### config.mk
export PLATFORM = sky130hd
export DESIGN_NAME = sseg_scan_driver
export DESIGN_NICKNAME = d
export VERILOG_FILES = /design/src/rtl/sseg_pkg.sv /design/src/rtl/sseg_hex_decode.sv /design/src/rtl/sseg_scan_driver.sv
export SDC_FILE = /design/constraint.sdc
export NUM_CORES = 1
export LEC_CHECK = 0
export CAP_MARGIN = 10
export CORE_UTILIZATION = 35
export DETAILED_ROUTE_END_ITERATION = 12
export PLACE_DENSITY_LB_ADDON = 0.08
export REMOVE_ABC_BUFFERS = 1
export SLEW_MARGIN = 15
export SYNTH_ARGS = -nofsm -noshare
export SYNTH_HDL_FRONTEND = slang
export SYNTH_SLANG_ARGS = --single-unit
### constraint.sdc
create_clock -name clk -period 2.59 [get_ports clk]
set_input_delay 0.3885 -clock clk [delete_from_list [all_inputs] [get_ports clk]]
set_output_delay 0.3885 -clock clk [all_outputs]
set_load 0.02 [all_outputs]
### src/rtl/sseg_pkg.sv
// sseg_pkg: shared constants and helpers for the seven-segment scan driver.
//   HEX_SEG_TABLE : active-low {CG..CA} pattern for each hex nibble (index = nibble)
//   SEG_BLANK     : all segments off
//   bright_on()   : brightness on-time compare for the current slot phase
package sseg_pkg;

    localparam logic [6:0] SEG_BLANK = 7'h7F;

    // Element [15] is leftmost, so the table reads F..0 from left to right.
    localparam logic [15:0][6:0] HEX_SEG_TABLE = {
        7'h0E, 7'h06, 7'h21, 7'h46, 7'h03, 7'h08, 7'h10, 7'h00,
        7'h78, 7'h02, 7'h12, 7'h19, 7'h30, 7'h24, 7'h79, 7'h40
    };

    // Anode may be on while the top bits of the slot counter do not exceed the
    // brightness level; both operands arrive zero-extended to 8 bits.
    function automatic logic bright_on(input logic [7:0] phase, input logic [7:0] level);
        return (phase <= level);
    endfunction

endpackage

### src/rtl/sseg_hex_decode.sv
// sseg_hex_decode: combinational hex nibble to active-low segment decoder.
//   hex_i [3:0] : nibble to display
//   seg_o [6:0] : {CG,CF,CE,CD,CC,CB,CA}, active-low
module sseg_hex_decode
    import sseg_pkg::*;
(
    input  logic [3:0] hex_i,
    output logic [6:0] seg_o
);

    assign seg_o = HEX_SEG_TABLE[hex_i];

endmodule

### src/rtl/sseg_scan_driver.sv
// sseg_scan_driver: time-multiplexed common-anode seven-segment driver.
//   clk, rst          : clock and synchronous active-high reset
//   load              : capture value/dp_in/blank_in into the shadow registers
//   value [4*DIGITS]  : hex nibbles, nibble i on digit i (digit 0 rightmost)
//   dp_in, blank_in   : per-digit decimal point enable and blanking
//   lz_suppress       : live leading-zero suppression enable
//   brightness        : PWM on-time level, all-ones is full on
//   an, seg, dp       : registered active-low pin drives
//   frame_start       : pulse in the first output cycle of digit 0
//   pending           : shadow holds data not yet committed to the display
module sseg_scan_driver
    import sseg_pkg::*;
#(
    parameter int DIGITS   = 4,
    parameter int DIV_LOG2 = 16,
    parameter int BRIGHT_W = 3
) (
    input  logic                  clk,
    input  logic                  rst,
    input  logic                  load,
    input  logic [4*DIGITS-1:0]   value,
    input  logic [DIGITS-1:0]     dp_in,
    input  logic [DIGITS-1:0]     blank_in,
    input  logic                  lz_suppress,
    input  logic [BRIGHT_W-1:0]   brightness,
    output logic [DIGITS-1:0]     an,
    output logic [6:0]            seg,
    output logic                  dp,
    output logic                  frame_start,
    output logic                  pending
);

    localparam int IDX_W = (DIGITS > 1) ? $clog2(DIGITS) : 1;
    localparam logic [IDX_W-1:0] LAST_IDX = IDX_W'(DIGITS - 1);

    logic [DIV_LOG2-1:0] cnt_q;
    logic [IDX_W-1:0]    idx_q;
    logic [4*DIGITS-1:0] sh_val_q, act_val_q;
    logic [DIGITS-1:0]   sh_dp_q, act_dp_q, sh_blank_q, act_blank_q;
    logic                pending_q, bnd_q, frame_start_q;
    logic [DIGITS-1:0]   an_q, an_d;
    logic [6:0]          seg_q, seg_d, dec_seg_s;
    logic                dp_q, dp_d;
    logic                boundary_s, off_s, on_s, lead_s;
    logic [3:0]          cur_nib_s;
    logic [DIGITS-1:0]   sup_s;

    // Last cycle of the last digit slot: the only point where a commit happens.
    always_comb boundary_s = (&cnt_q) && (idx_q == LAST_IDX);

    // Nibble of the digit currently being scanned.
    always_comb cur_nib_s = act_val_q[4*idx_q +: 4];

    sseg_hex_decode u_dec (
        .hex_i (cur_nib_s),
        .seg_o (dec_seg_s)
    );

    // Leading-zero mask: walk down from the top digit while nibbles stay zero;
    // digit 0 is never part of the mask so a zero value still shows "0".
    always_comb begin
        lead_s = lz_suppress;
        sup_s  = '0;
        for (int i = DIGITS - 1; i >= 1; i--) begin
            lead_s   = lead_s & (act_val_q[4*i +: 4] == 4'h0);
            sup_s[i] = lead_s;
        end
    end

    // Digit dark (blanked or suppressed) and PWM on-phase for this cycle.
    always_comb begin
        off_s = act_blank_q[idx_q] | sup_s[idx_q];
        on_s  = bright_on(8'(cnt_q[DIV_LOG2-1 -: BRIGHT_W]), 8'(brightness));
    end

    // Next pin values; seg/dp stay driven through the PWM off-phase.
    always_comb begin
        an_d = '1;
        if (!off_s && on_s) begin
            an_d[idx_q] = 1'b0;
        end else begin
            an_d = '1;
        end
        if (off_s) begin
            seg_d = SEG_BLANK;
            dp_d  = 1'b1;
        end else begin
            seg_d = dec_seg_s;
            dp_d  = ~act_dp_q[idx_q];
        end
    end

    // Slot counter and digit index.
    always_ff @(posedge clk) begin
        if (rst) begin
            cnt_q <= '0;
            idx_q <= '0;
        end else begin
            cnt_q <= cnt_q + DIV_LOG2'(1);
            if (&cnt_q) begin
                idx_q <= (idx_q == LAST_IDX) ? '0 : idx_q + IDX_W'(1);
            end else begin
                idx_q <= idx_q;
            end
        end
    end

    // Double buffer. A load on the boundary also refreshes the shadow, otherwise
    // the next boundary would copy a stale shadow back over the bypassed value.
    always_ff @(posedge clk) begin
        if (rst) begin
            sh_val_q    <= '0;
            sh_dp_q     <= '0;
            sh_blank_q  <= '0;
            act_val_q   <= '0;
            act_dp_q    <= '0;
            act_blank_q <= '0;
            pending_q   <= 1'b0;
        end else begin
            if (load) begin
                sh_val_q   <= value;
                sh_dp_q    <= dp_in;
                sh_blank_q <= blank_in;
            end
            if (boundary_s) begin
                act_val_q   <= load ? value    : sh_val_q;
                act_dp_q    <= load ? dp_in    : sh_dp_q;
                act_blank_q <= load ? blank_in : sh_blank_q;
                pending_q   <= 1'b0;
            end else if (load) begin
                pending_q <= 1'b1;
            end
        end
    end

    // Output registers; frame_start trails the boundary by one cycle so it
    // coincides with the first pin cycle of digit 0.
    always_ff @(posedge clk) begin
        if (rst) begin
            an_q          <= '1;
            seg_q         <= SEG_BLANK;
            dp_q          <= 1'b1;
            bnd_q         <= 1'b0;
            frame_start_q <= 1'b0;
        end else begin
            an_q          <= an_d;
            seg_q         <= seg_d;
            dp_q          <= dp_d;
            bnd_q         <= boundary_s;
            frame_start_q <= bnd_q;
        end
    end

    assign an          = an_q;
    assign seg         = seg_q;
    assign dp          = dp_q;
    assign frame_start = frame_start_q;
    assign pending     = pending_q;

endmodule

### PDN straps and rails, run 1

The bar under the picture is 20 µm long. Pins as bars on the die edge. Tap cells in grey.
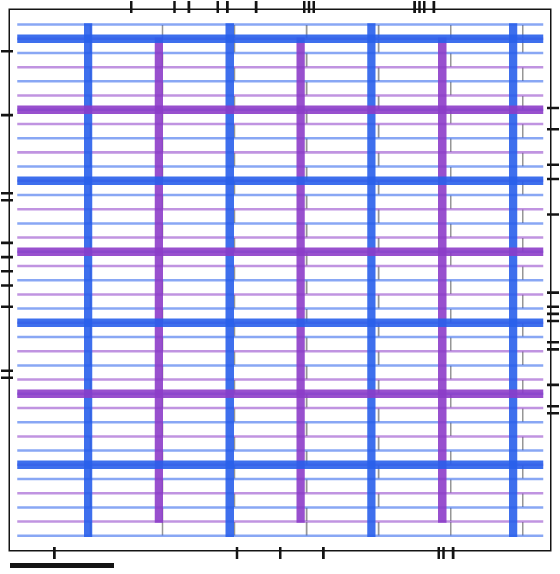
net	colour
VSS	blue
VDD	purple
met4 straps	7
rows	36
signal pins	45
met1 rails	37
met5 straps	7
Max rail drop VDD: 340 µV
Die Span Y: 103 µm
core area: 9860 µm²

### Cells coloured by class, run 1

The bar under the picture is 20 µm long.
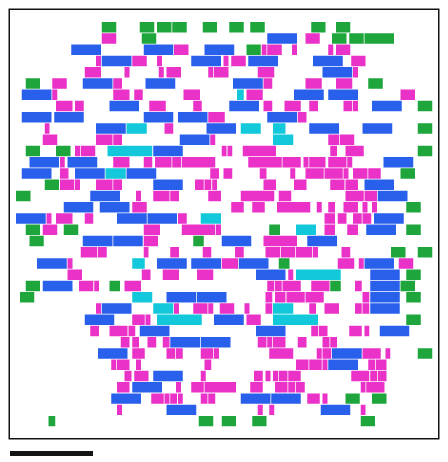
class	colour	cells	share of their area
flops	blue	81	38%
clock drivers and dummy loads	cyan	16	6.3%
other buffers and delay cells	green	50	12%
all other logic	magenta	242	44%
post-layout util: 44.8%
Row Count: 36
Finished Cell Area: 4420 µm²
flop share of the area: 36.7%

==> qor.yml, run 1 <==
status: "finished clean"
power.share.sequential_pct: 48.5
port_buffers: 44
yosysWarnings: 0
edf_count: 0
reg2reg_slack_ps: 480
drt_first_pass_iters: 4
grt_pass1_wl_um: 11400
placed_area_um2: 4150
finalHoldViolations: 0
setup_viol: 0
synth_area_um2: 3600
switching_power_uw: 553
cts_tree: "yes"
nNonClkInverters: 12
fillers: 945
cellInternalPower_mw: 2.10
r2r-end: "seg[4]"
layout.nets: 429
worstSetupPathDepth: 5
clk_share_pct: 6.03
buffer_area_share_pct: 11.2
wl_per_cell_um: 13.3
power_density_nw_per_um2: 602
critical_path_buf_inv_count: 0
clockRootBuffer: "clkbuf_8"
buffers: 50
cts_htree_levels: 3
hold_class: "reg -> reg"
yosys.area.top_type: "dfxtp_1"
use_met2_pct: 21.4
stdcell_count: 522
cts_buffers: 9
startpoint_type: "flip-flop"
tightest_slew_ps: 479
cp_cell_sequence: "mux4_2 -> ha_1 -> mux2_2 -> nand2_1 -> o311ai_0"
slew_violations: 0
pg_comb_uw: 163
xor_share_pct: 3.89
cap_viol_max_count: 0
ys_area_um2: 3600
ctsResizeCount: 0
io_pins: 45
arrival_ps: 2290
synth-main-ff-cell: "dfxtp_1"
cts_buffer_depth: 2
clock_sinks: 81
track_usage_pct: 14.1
routabilityCongestion: 0.742
ys_seq_elements: 81
ys_seq_share_pct: 45.0
top_regs: "act_val_q: 16 flops, cnt_q: 16 flops, sh_val_q: 16 flops"
slew_headroom_pct: 68.0
ys_top_cells_by_count: "dfxtp_1 (81), nor2_1 (42), mux2i_1 (30)"
diodes: 0
die_width_um: 103
drive_above_1_share_pct: 15.7
min_from: "bnd_q"
min_to: "frame_start"
fin_total_pwr_mw: 2.66
grt_util_met3_pct: 4.10
area_leaders: "dfxtp_1 (45%), mux2i_1 (8.3%), mux2_2 (7.8%)"
critPathMaxFanout: 8
n_clock_buffer: 9
drcViolationCount: 0
warnings: 33
place_inst: 506
ys_top_logic_family: "multiplexers"
end_kind: "flip-flop"
grt-ovfl-total: 0
finalClockPeriodUsage_pct: 81.5
chipArea_um2: 10700
flops: 81
cp_top_family: "multiplexers"
p_comb_share_pct: 6.1
dp_slack_ps: 458
endpoint: "seg[4]"
comb_area_share_pct: 41.3
synth.top_cell.area_share_pct: 45.0
### Clock wires, drivers and flops, run 1

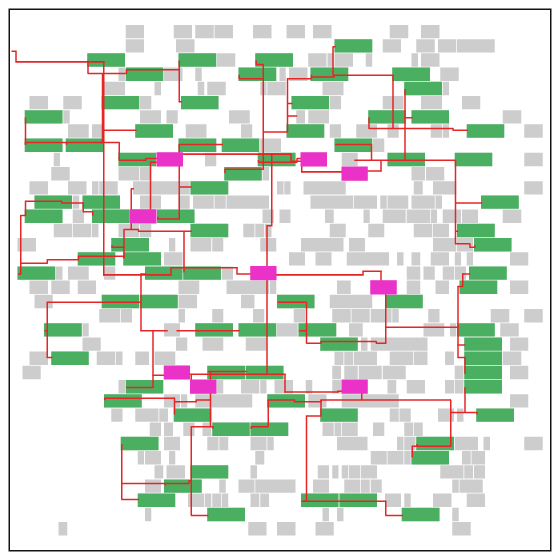
[flip-flops] green | count: 81
[cells driving clock nets] magenta | count: 9
[clock wires] red | length: 1050 µm
flops lie	all over the die
Clk power: 1.21 mW
power share of the clock group: 45.4%
clock latency at the later pin of the worst-skew pair: 350 ps
Final Skew: 13.2 ps

## Run 2: what changed since run 1
==> constraint.sdc (replaced) <==
create_clock -name clk -period 2.1 [get_ports clk]
set_input_delay 0.315 -clock clk [delete_from_list [all_inputs] [get_ports clk]]
set_output_delay 0.315 -clock clk [all_outputs]
set_load 0.02 [all_outputs]
==> run 2 against run 1 <==
Compared with the run above: worst hold slack got worse by 82 ps; via count rose by 1.7%; synthesized cell count did not move; non-clock buffer count rose by 7; first-iteration DRC count fell by 6.2%; critical path depth rose by 1; cell count rose by 1.3%; setup slack got worse by 240 ps; sequential share of layout area barely moved.
==> qor.yml, run 2 <==
status: "finished clean"
drcViolationCount: 0
cts_tree: "yes"
min_to: "bnd_q"
grt_util_met3_pct: 2.89
synth_area_um2: 3600
buffers: 57
slew_violations: 0
ctsResizeCount: 0
cts_htree_levels: 3
wl_per_cell_um: 13.4
reg2reg_slack_ps: 240
pg_comb_uw: 203
core_um2: 9860
cts_buffer_depth: 2
clk_share_pct: 4.79
synth.top_cell.area_share_pct: 45.0
cap_viol_max_count: 0
utilization_pct: 44.8
flops: 81
design_area_um2: 4420
clock_sinks: 81
placed_area_um2: 4200
io_pins: 45
xor_share_pct: 3.89
layout.nets: 436
finalHoldViolations: 0
area_leaders: "dfxtp_1 (45%), mux2i_1 (8.3%), mux2_2 (7.8%)"
ys_top_cells_by_count: "dfxtp_1 (81), nor2_1 (42), mux2i_1 (30)"
p_clk_share_pct: 40.8
drive_above_1_share_pct: 17.2
endpoint: "seg[0]"
edf_count: 0
cp_top_family: "multiplexers"
finalClockPeriodUsage_pct: 88.8
ys_seq_share_pct: 45.0
stdcell_count: 529
yosysWarnings: 0
place_inst: 513
power.share.sequential_pct: 52.5
tightest_slew_ps: 451
end_kind: "flip-flop"
n_clock_buffer: 11
p_clk_mw: 1.24
cts_buffers: 9
grt_pass1_wl_um: 12200
setup_viol: 0
cp_cell_sequence: "mux4_2 -> inv_1 -> ha_1 -> buf_4 -> nor2_1 -> o31ai_1"
buffer_area_share_pct: 12.3
worstSetupPathDepth: 6
### Cells coloured by class, run 2

The bar under the picture is 20 µm long.
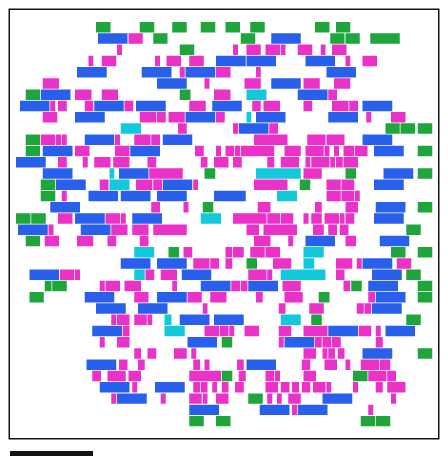
class	colour	cells	share of their area
clock drivers and dummy loads	cyan	16	5.0%
flops	blue	81	38%
other buffers and delay cells	green	57	13%
all other logic	magenta	242	44%
flop share of the area: 36.7%

## Run 3: what changed since run 2
--- a/config.mk
+++ b/config.mk
@@ -9,7 +9,6 @@
 export CORE_UTILIZATION = 35
 export DETAILED_ROUTE_END_ITERATION = 12
 export PLACE_DENSITY_LB_ADDON = 0.08
-export REMOVE_ABC_BUFFERS = 1
 export SLEW_MARGIN = 15
 export SYNTH_ARGS = -nofsm -noshare
 export SYNTH_HDL_FRONTEND = slang
==> run 3 against run 2 <==
Compared with the run above: wire length decreased by 1.0%; critical endpoint is now idx_q[0]; setup slack lost 33 ps; power fell by 7.6%; worst hold slack improved by 31 ps; global-route usage shrank 0.47 points; critical path depth decreased by 1; clock skew is 3.5 ps lower; area after synthesis stayed put.
==> qor.yml, run 3 <==
setup_viol: 0
comb_cells: 230
clockRootBuffer: "clkbuf_8"
fin_total_pwr_mw: 2.80
n_clock_buffer: 9
ys_top_logic_family: "multiplexers"
diodes: 0
grt-ovfl-total: 0
routabilityCongestion: 0.810
clk_share_pct: 3.90
synthAdderAreaFrac_pct: 4.86
buffers: 56
avgSynthCellArea_um2: 10.6
reg2reg_slack_ps: 200
critical_path_buf_inv_count: 0
switching_power_uw: 682
dp.final_hpwl_um: 4940
clock_sinks: 81
cts_htree_levels: 3
use_met2_pct: 23.4
port_buffers: 44
drcViolationCount: 0
cp_cell_sequence: "ha_1 -> nand2_2 -> or3_1 -> or4_1 -> a21oi_1"
ctsResizeCount: 0
die_width_um: 103
flops: 81
ys_top_cells_by_count: "dfxtp_1 (81), nor2_1 (42), mux2i_1 (30)"
dp_slack_ps: 98.0
buffer_area_share_pct: 12.8
cellInternalPower_mw: 2.11
drt_first_pass_iters: 4
edf_count: 0
ys_area_um2: 3600
area_leaders: "dfxtp_1 (45%), mux2i_1 (8.3%), mux2_2 (7.8%)"
pg_comb_uw: 206
cts_buffers: 9
power.share.sequential_pct: 56.8
fp-row-count: 36
top_regs: "act_val_q: 16 flops, cnt_q: 16 flops, sh_val_q: 16 flops"
cap_viol_max_count: 0
power_density_nw_per_um2: 637
vdd_drop_max_uv: 333
cts_buffer_depth: 2
comb_area_share_pct: 41.5
drive_above_1_share_pct: 17.2
slew_headroom_pct: 71.2
stdcell_count: 528
hold_class: "in -> reg"
place_inst: 512
yosysWarnings: 0
slew_violations: 0
core_um2: 9860
min_from: "rst"
arrival_ps: 2170
utilization_pct: 44.5
startpoint_type: "flip-flop"
seq_share_pct: 36.9
endpoint: "idx_q[0]"
xor_share_pct: 3.89
synthMuxAreaShare_pct: 20.8
ys_seq_elements: 81
die_h_um: 103
p_comb_share_pct: 7.4
cts_tree: "yes"
io_pins: 45
yosys.area.top_type: "dfxtp_1"
worstSetupPathDepth: 5
design_area_um2: 4390
synth-main-ff-cell: "dfxtp_1"
chipArea_um2: 10700
wl_per_cell_um: 13.3
track_usage_pct: 14.6
synth_area_um2: 3600
placed_area_um2: 4220
ys_seq_share_pct: 45.0
cp_top_family: "simple AND/OR/NAND/NOR gates"
synth.top_cell.area_share_pct: 45.0
status: "finished clean"
grt_pass1_wl_um: 11700
finalHoldViolations: 0
### Clock wires, drivers and flops, run 3

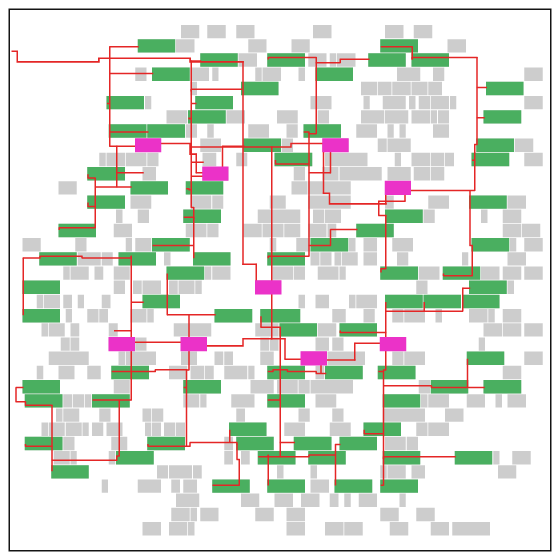
[clock wires] red | length: 1060 µm
[flip-flops] green | count: 81
[cells driving clock nets] magenta | count: 9
routed clock nets	10
Final Skew: 8.95 ps
Clk power: 1.00 mW
power share of the clock group: 35.8%

Power figures rest on the tool's default switching activity, not on a simulated workload.
